$ cat config.mk
export PLATFORM = sky130hd
export DESIGN_NAME = apb_master_arbiter
export DESIGN_NICKNAME = d
export VERILOG_FILES = /design/src/rtl/apb_arb_pkg.sv /design/src/rtl/apb_master_arbiter_rr_arbiter.sv /design/src/rtl/apb_master_arbiter.sv
export SDC_FILE = /design/constraint.sdc
export NUM_CORES = 1
export LEC_CHECK = 0
export CORE_AREA = 4 4 154 156
export DETAILED_ROUTE_END_ITERATION = 10
export DIE_AREA = 0 0 158 160
export HOLD_SLACK_MARGIN = 0.06
export MAX_ROUTING_LAYER = met4
export PLACE_DENSITY_LB_ADDON = 0.3
export SETUP_SLACK_MARGIN = 0.02
export SYNTH_ARGS = -nofsm -noshare
export SYNTH_HDL_FRONTEND = slang
export SYNTH_SLANG_ARGS = --single-unit
$ cat constraint.sdc
create_clock -name hclk -period 2.37 [get_ports hclk]
set_input_delay 0.474 -clock hclk [delete_from_list [all_inputs] [get_ports hclk]]
set_output_delay 0.474 -clock hclk [all_outputs]
set_load 0.005 [all_outputs]
$ cat src/rtl/apb_arb_pkg.sv
// Shared types and defaults for the APB master arbiter.
// Latency: n/a (package only).
// Backpressure: n/a (package only).
//
// Contents: FSM state encoding, default parameter values, and the
// timeout counter width helper. The optional timeout feature is
// controlled by the APB_TIMEOUT_EN macro in apb_master_arbiter.
package apb_arb_pkg;

  typedef enum logic [1:0] {
    IDLE   = 2'd0,
    SETUP  = 2'd1,
    ACCESS = 2'd2,
    DONE   = 2'd3
  } state_e;

  localparam int NREQ_DEF    = 4;
  localparam int AW_DEF      = 32;
  localparam int DW_DEF      = 32;
  localparam int TIMEOUT_DEF = 16;

  // Timeout counter width is clog2(TIMEOUT), floored at one bit.
  function automatic int to_cnt_w(input int timeout);
    return (timeout > 1) ? $clog2(timeout) : 1;
  endfunction

endpackage

$ cat src/rtl/apb_master_arbiter_rr_arbiter.sv
// Combinational round-robin picker over NREQ request lines.
// Latency: zero cycles (pure combinational).
// Backpressure: none; the caller decides when to consume the pick.
//
// Ports: req_i (request vector), ptr_i (index of the last grant),
//        gnt_idx_o (winner index), any_req_o (at least one request set).
module rr_arbiter #(
  parameter int NREQ = 4,
  parameter int IW   = 2
) (
  input  logic [NREQ-1:0] req_i,
  input  logic [IW-1:0]   ptr_i,
  output logic [IW-1:0]   gnt_idx_o,
  output logic            any_req_o
);

  logic [IW-1:0] cand;

  // Search upward from ptr_i+1, wrapping modulo NREQ; the first hit wins.
  always_comb begin
    gnt_idx_o = '0;
    any_req_o = 1'b0;
    cand      = '0;
    for (int i = 1; i <= NREQ; i++) begin
      cand = IW'((int'(ptr_i) + i) % NREQ);
      if (!any_req_o && req_i[cand]) begin
        any_req_o = 1'b1;
        gnt_idx_o = cand;
      end
    end
  end

endmodule

$ cat src/rtl/apb_master_arbiter.sv
// Shares one APB master port between NREQ req/ack requesters (round robin).
// Latency: req sampled at edge 0, SETUP edge 1, ACCESS edge 2; ack high for the one DONE cycle.
// Backpressure: pclk_en gates every APB phase; pready stretches ACCESS (optionally bounded).
//
// Ports: hclk/hresetn clock and async active-low reset; pclk_en APB enable;
//        req/req_write/req_addr/req_wdata requester side (flattened per index);
//        ack/rsp_rdata/rsp_err completion side; paddr/psel/penable/pwrite/
//        pwdata/prdata/pready/pslverr APB master side.
// Optional: define APB_TIMEOUT_EN to abort ACCESS after TIMEOUT enabled
//           wait cycles; without it ACCESS waits for pready indefinitely.
module apb_master_arbiter
  import apb_arb_pkg::*;
#(
  parameter int NREQ    = NREQ_DEF,
  parameter int AW      = AW_DEF,
  parameter int DW      = DW_DEF
`ifdef APB_TIMEOUT_EN
  ,
  parameter int TIMEOUT = TIMEOUT_DEF
`endif
) (
  input  logic              hclk,
  input  logic              hresetn,
  input  logic              pclk_en,
  input  logic [NREQ-1:0]   req,
  input  logic [NREQ-1:0]   req_write,
  input  logic [NREQ*AW-1:0] req_addr,
  input  logic [NREQ*DW-1:0] req_wdata,
  output logic [NREQ-1:0]   ack,
  output logic [DW-1:0]     rsp_rdata,
  output logic              rsp_err,
  output logic [AW-1:0]     paddr,
  output logic              psel,
  output logic              penable,
  output logic              pwrite,
  output logic [DW-1:0]     pwdata,
  input  logic [DW-1:0]     prdata,
  input  logic              pready,
  input  logic              pslverr
);

  localparam int IW = (NREQ > 1) ? $clog2(NREQ) : 1;

  state_e          state_q;
  logic [IW-1:0]   ptr_q;
  logic [IW-1:0]   gnt_q;
  logic [NREQ-1:0] ack_q;
  logic [DW-1:0]   rdata_q;
  logic            err_q;
  logic [AW-1:0]   paddr_q;
  logic            psel_q;
  logic            penable_q;
  logic            pwrite_q;
  logic [DW-1:0]   pwdata_q;

  logic [IW-1:0]   arb_idx;
  logic            arb_any;

`ifdef APB_TIMEOUT_EN
  localparam int            TCW     = to_cnt_w(TIMEOUT);
  localparam logic [TCW-1:0] TO_LAST = TCW'(TIMEOUT - 1);
  logic [TCW-1:0] to_cnt_q;
`endif

  rr_arbiter #(
    .NREQ (NREQ),
    .IW   (IW)
  ) u_rr_arbiter (
    .req_i     (req),
    .ptr_i     (ptr_q),
    .gnt_idx_o (arb_idx),
    .any_req_o (arb_any)
  );

  always_ff @(posedge hclk or negedge hresetn) begin
    if (!hresetn) begin
      state_q   <= IDLE;
      ptr_q     <= IW'(NREQ - 1);
      gnt_q     <= '0;
      ack_q     <= '0;
      rdata_q   <= '0;
      err_q     <= 1'b0;
      paddr_q   <= '0;
      psel_q    <= 1'b0;
      penable_q <= 1'b0;
      pwrite_q  <= 1'b0;
      pwdata_q  <= '0;
`ifdef APB_TIMEOUT_EN
      to_cnt_q  <= '0;
`endif
    end else begin
      unique case (state_q)
        IDLE: begin
          if (pclk_en && arb_any) begin
            gnt_q    <= arb_idx;
            ptr_q    <= arb_idx;
            paddr_q  <= req_addr[int'(arb_idx)*AW +: AW];
            pwrite_q <= req_write[arb_idx];
            pwdata_q <= req_wdata[int'(arb_idx)*DW +: DW];
            psel_q   <= 1'b1;
            state_q  <= SETUP;
          end
        end
        SETUP: begin
          if (pclk_en) begin
            penable_q <= 1'b1;
            state_q   <= ACCESS;
`ifdef APB_TIMEOUT_EN
            to_cnt_q  <= '0;
`endif
          end
        end
        ACCESS: begin
          if (pclk_en) begin
            if (pready) begin
              psel_q       <= 1'b0;
              penable_q    <= 1'b0;
              rdata_q      <= pwrite_q ? '0 : prdata;
              err_q        <= pslverr;
              ack_q[gnt_q] <= 1'b1;
              state_q      <= DONE;
            end
`ifdef APB_TIMEOUT_EN
            else if (to_cnt_q == TO_LAST) begin
              // Abort: report an error with zero data; a late pready is never seen.
              psel_q       <= 1'b0;
              penable_q    <= 1'b0;
              rdata_q      <= '0;
              err_q        <= 1'b1;
              ack_q[gnt_q] <= 1'b1;
              state_q      <= DONE;
            end else begin
              to_cnt_q <= to_cnt_q + 1'b1;
            end
`endif
          end
        end
        DONE: begin
          // One hclk cycle regardless of pclk_en; it also keeps the
          // requester's stale req from being sampled while ack is high.
          ack_q   <= '0;
          state_q <= IDLE;
        end
      endcase
    end
  end

  assign ack       = ack_q;
  assign rsp_rdata = rdata_q;
  assign rsp_err   = err_q;
  assign paddr     = paddr_q;
  assign psel      = psel_q;
  assign penable   = penable_q;
  assign pwrite    = pwrite_q;
  assign pwdata    = pwdata_q;

endmodule

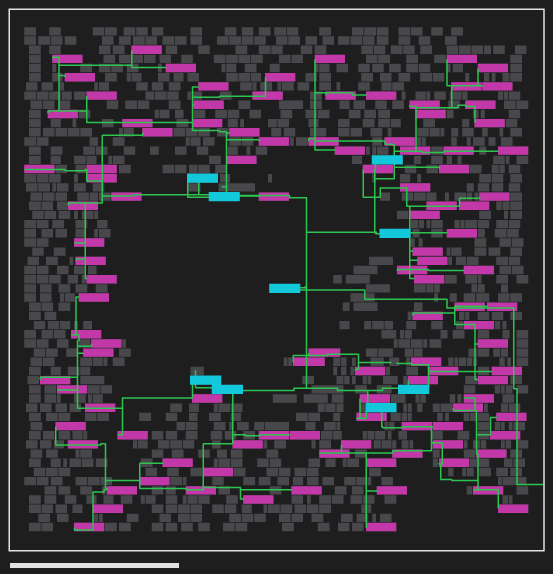
Fig. 1. Routed clock nets over the placement.
The bar under the picture is 50 um long.
[green] clock wires | length: 1660 um
[magenta] flip-flops | count: 110
[cyan] cells driving clock nets | count: 9
routed clock nets	10
flops lie	spread over the die
Clk pwr share: 15.7%
skew final: 0.0122 ns
Clk. pwr: 0.00162 W
clk_lat worst skew: 0.36 ns

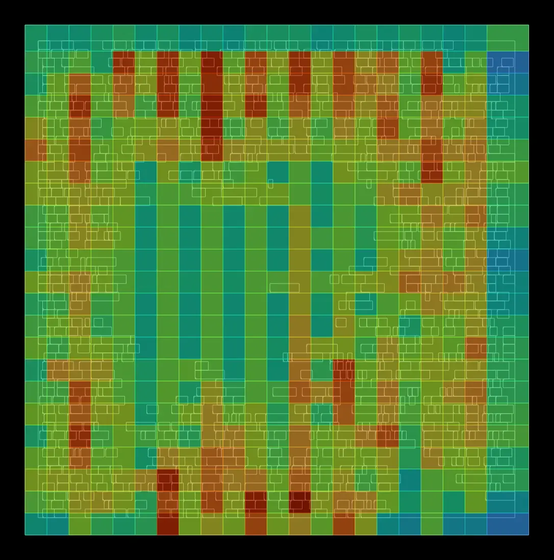
Fig. 2. Congestion heat map.
WL per Instance: 18.4 um
GRT Total Usage: 18.0%
Final Util: 48.5%

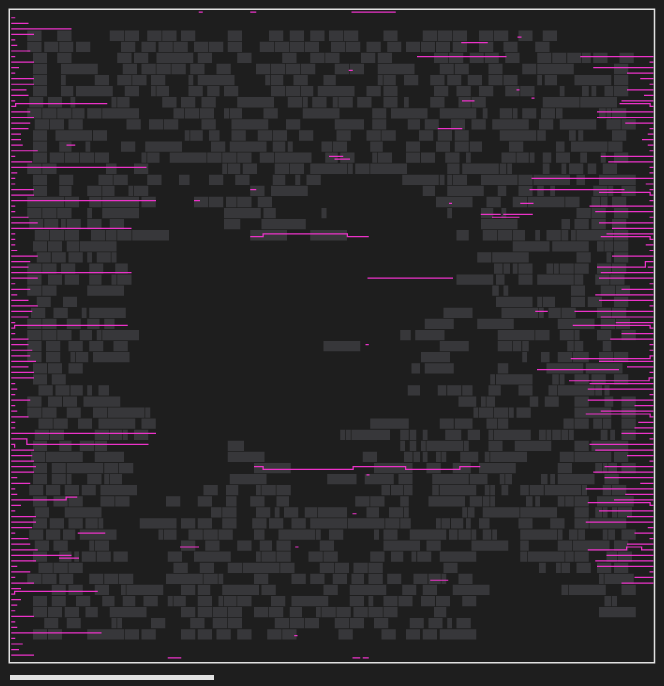
Fig. 3. Met3 routing.
The bar under the picture is 50 um long.
main direction	horizontal
share of all routed wire	7.5%
met3 Use GR: 4.44%
total wire length: 23300 um
via count: 6021

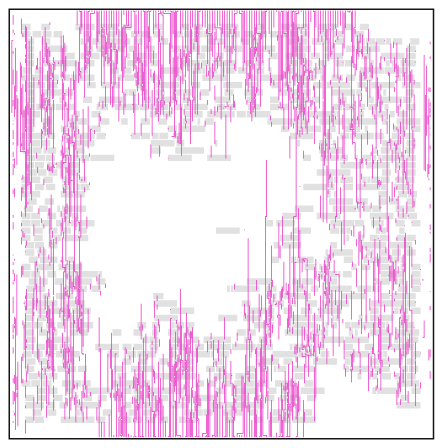
Fig. 4. Signal wires on met2.
wire length on this layer	11700 um
nets with wire on the layer	1081
share of all routed wire	50%
main direction	vertical
GRT met2 Usage: 30.9%

==> summary.txt <==
yosys + openroad results -> outcome finished, final reports clean, Final Hold Viols 0, initial antenna violation count 0, WP buf/inv 3, Clock Tree Root clkbuf_16, Worst Hold Class input port to async pin, Cell Area, Synth 6160 um^2, largest net degree at the start of global routing 111, critical path, cell by cell clkdlybuf4s50_1 > nor2b_1 > a21oi_2 > o221ai_4 > buf_12 > buf_12 > mux2i_1 > o221ai_1, hold slack 0.173 ns, n_diodes 0, Synth Seq Share 44.7%, stages on the worst setup path 8, clk sinks 110, syn nets 881, synthesized area per cell 10.7 um^2, top cells by area, synth dfrtp_1, mux2i_1, o221ai_1, nand2_1, nand2b_1, Detail Route Antenna Nets 0, final setup violation count 0, leading area contributor after synthesis dfrtp_1, Max VDD drop 0.384 mV, ys flops 110, Port Buffers 404, max-slew violations 0, cts hold-fix bufs 0, Setup Buffers After CTS 0, Tool Warnings 32, Max Fclk 0.490 GHz, Pwr Density 946 nW/um^2, Critical Path AT 2.26 ns
==> registers in the layout, summed over array words and instances, names as in the netlist <==
signal and flops:
penable 1, pwrite 1, ptr_q 2, paddr 32
rsp_rdata 32, rsp_err 1, state_q 2, ack 4
psel 1, gnt_q 2, pwdata 32
==> logic make-up after synthesis <==
kind of cell               count (synthesis)  share of synthesized area [%]
buffers and inverters                     56                           7.23
DFF                                      110                           44.7
adders and majority gates                  5                           1.02
and+or+nand+nor                          153                           10.9
muxes                                    134                           21.8
AOI/OAI and AO/OA                        117                           14.3
==> cell usage after synthesis (all sizes together) <==
| cell type | instances |
|---|---|
| a21oi | 6 |
| a222oi | 1 |
| a22o | 2 |
| a22oi | 1 |
| a31oi | 1 |
| a32oi | 2 |
| and3 | 1 |
| buf | 21 |
| bufbuf | 4 |
| clkbuf | 20 |
| dfrtp | 108 |
| dfstp | 2 |
| ha | 5 |
| inv | 11 |
| mux2 | 2 |
| mux2i | 132 |
| nand2 | 104 |
| nand2b | 36 |
| nand3 | 2 |
| nor2 | 8 |
| nor2b | 1 |
| nor3 | 1 |
| o21ai | 34 |
| o221ai | 66 |
| o22ai | 4 |
==> placed cells by master (no fill, tap or decap), drive strengths merged, types with 2 or more instances in the layout <==
| cell | count |
|---|---|
| inv | 14 |
| a21oi | 6 |
| nand2 | 104 |
| dfstp | 2 |
| buf | 31 |
| o221ai | 66 |
| o21ai | 34 |
| mux2i | 132 |
| clkdlybuf4s50 | 403 |
| a22o | 2 |
| nand2b | 36 |
| o22ai | 4 |
| clkbuf | 10 |
| ha | 5 |
| mux2 | 2 |
| nand3 | 2 |
| dfrtp | 108 |
| a32oi | 2 |
| nor2 | 8 |
==> layer usage <==
metal | vias up | routed length [um]
li1 | 2901 | -
met1 | 2827 | 9510
met2 | 267 | 11700
met3 | 26 | 1750
met4 | 0 | 375
met5 | - | 0
==> final cells by class <==
cell class                 count  area (um^2)  share of cell area [%]
sequential                   110         2760                    25.4
clock inverter                 6         77.6                   0.715
tap                          285          357                    3.29
multi-input combinational    409         2980                    27.4
inverter                      11         41.3                   0.380
timing repair buffer         434         4420                    40.7
clock buffer                  10          229                    2.11
==> worst paths after layout <==
| path | from | end | slack, ns |
|---|---|---|---|
| min reg2reg | pwdata[3] | pwdata[3] | 0.49 |
| max reg2reg | ptr_q[1] | pwdata[29] | 0.38 |
| min | hresetn | rsp_rdata[31] | 0.17 |
| max | req[3] | pwdata[29] | 0.33 |
| max in group asynchronous | hresetn | pwdata[6] | 1.68 |
| min in group hclk | pwdata[3] | pwdata[3] | 0.49 |
==> power by group <==
part	internal [W]	leakage (nW)	switching (W)	total, W
sequential	0.00273	1.38	0.000502	0.00323
combinational	0.00321	3.20	0.00222	0.00543
clock	0.000844	0.147	0.000773	0.00162
total	0.00678	4.73	0.00349	0.0103
==> through the flow <==
step | std cells | TNS [ns] | setup WS (ns) | cell area, um^2
detailed placement | 1249 | -0.898 | -0.0633 | 10500
global placement | 1249 | -0.183 | -0.0513 | 10500
CTS | 1265 | 0 | 0.319 | 10900
floorplan | 575 | 0 | 0.636 | 6160
finish | 1265 | 0 | 0.328 | 10900
global route | 1265 | 0 | 0.172 | 10900
Power and IR drop assume default switching activity.
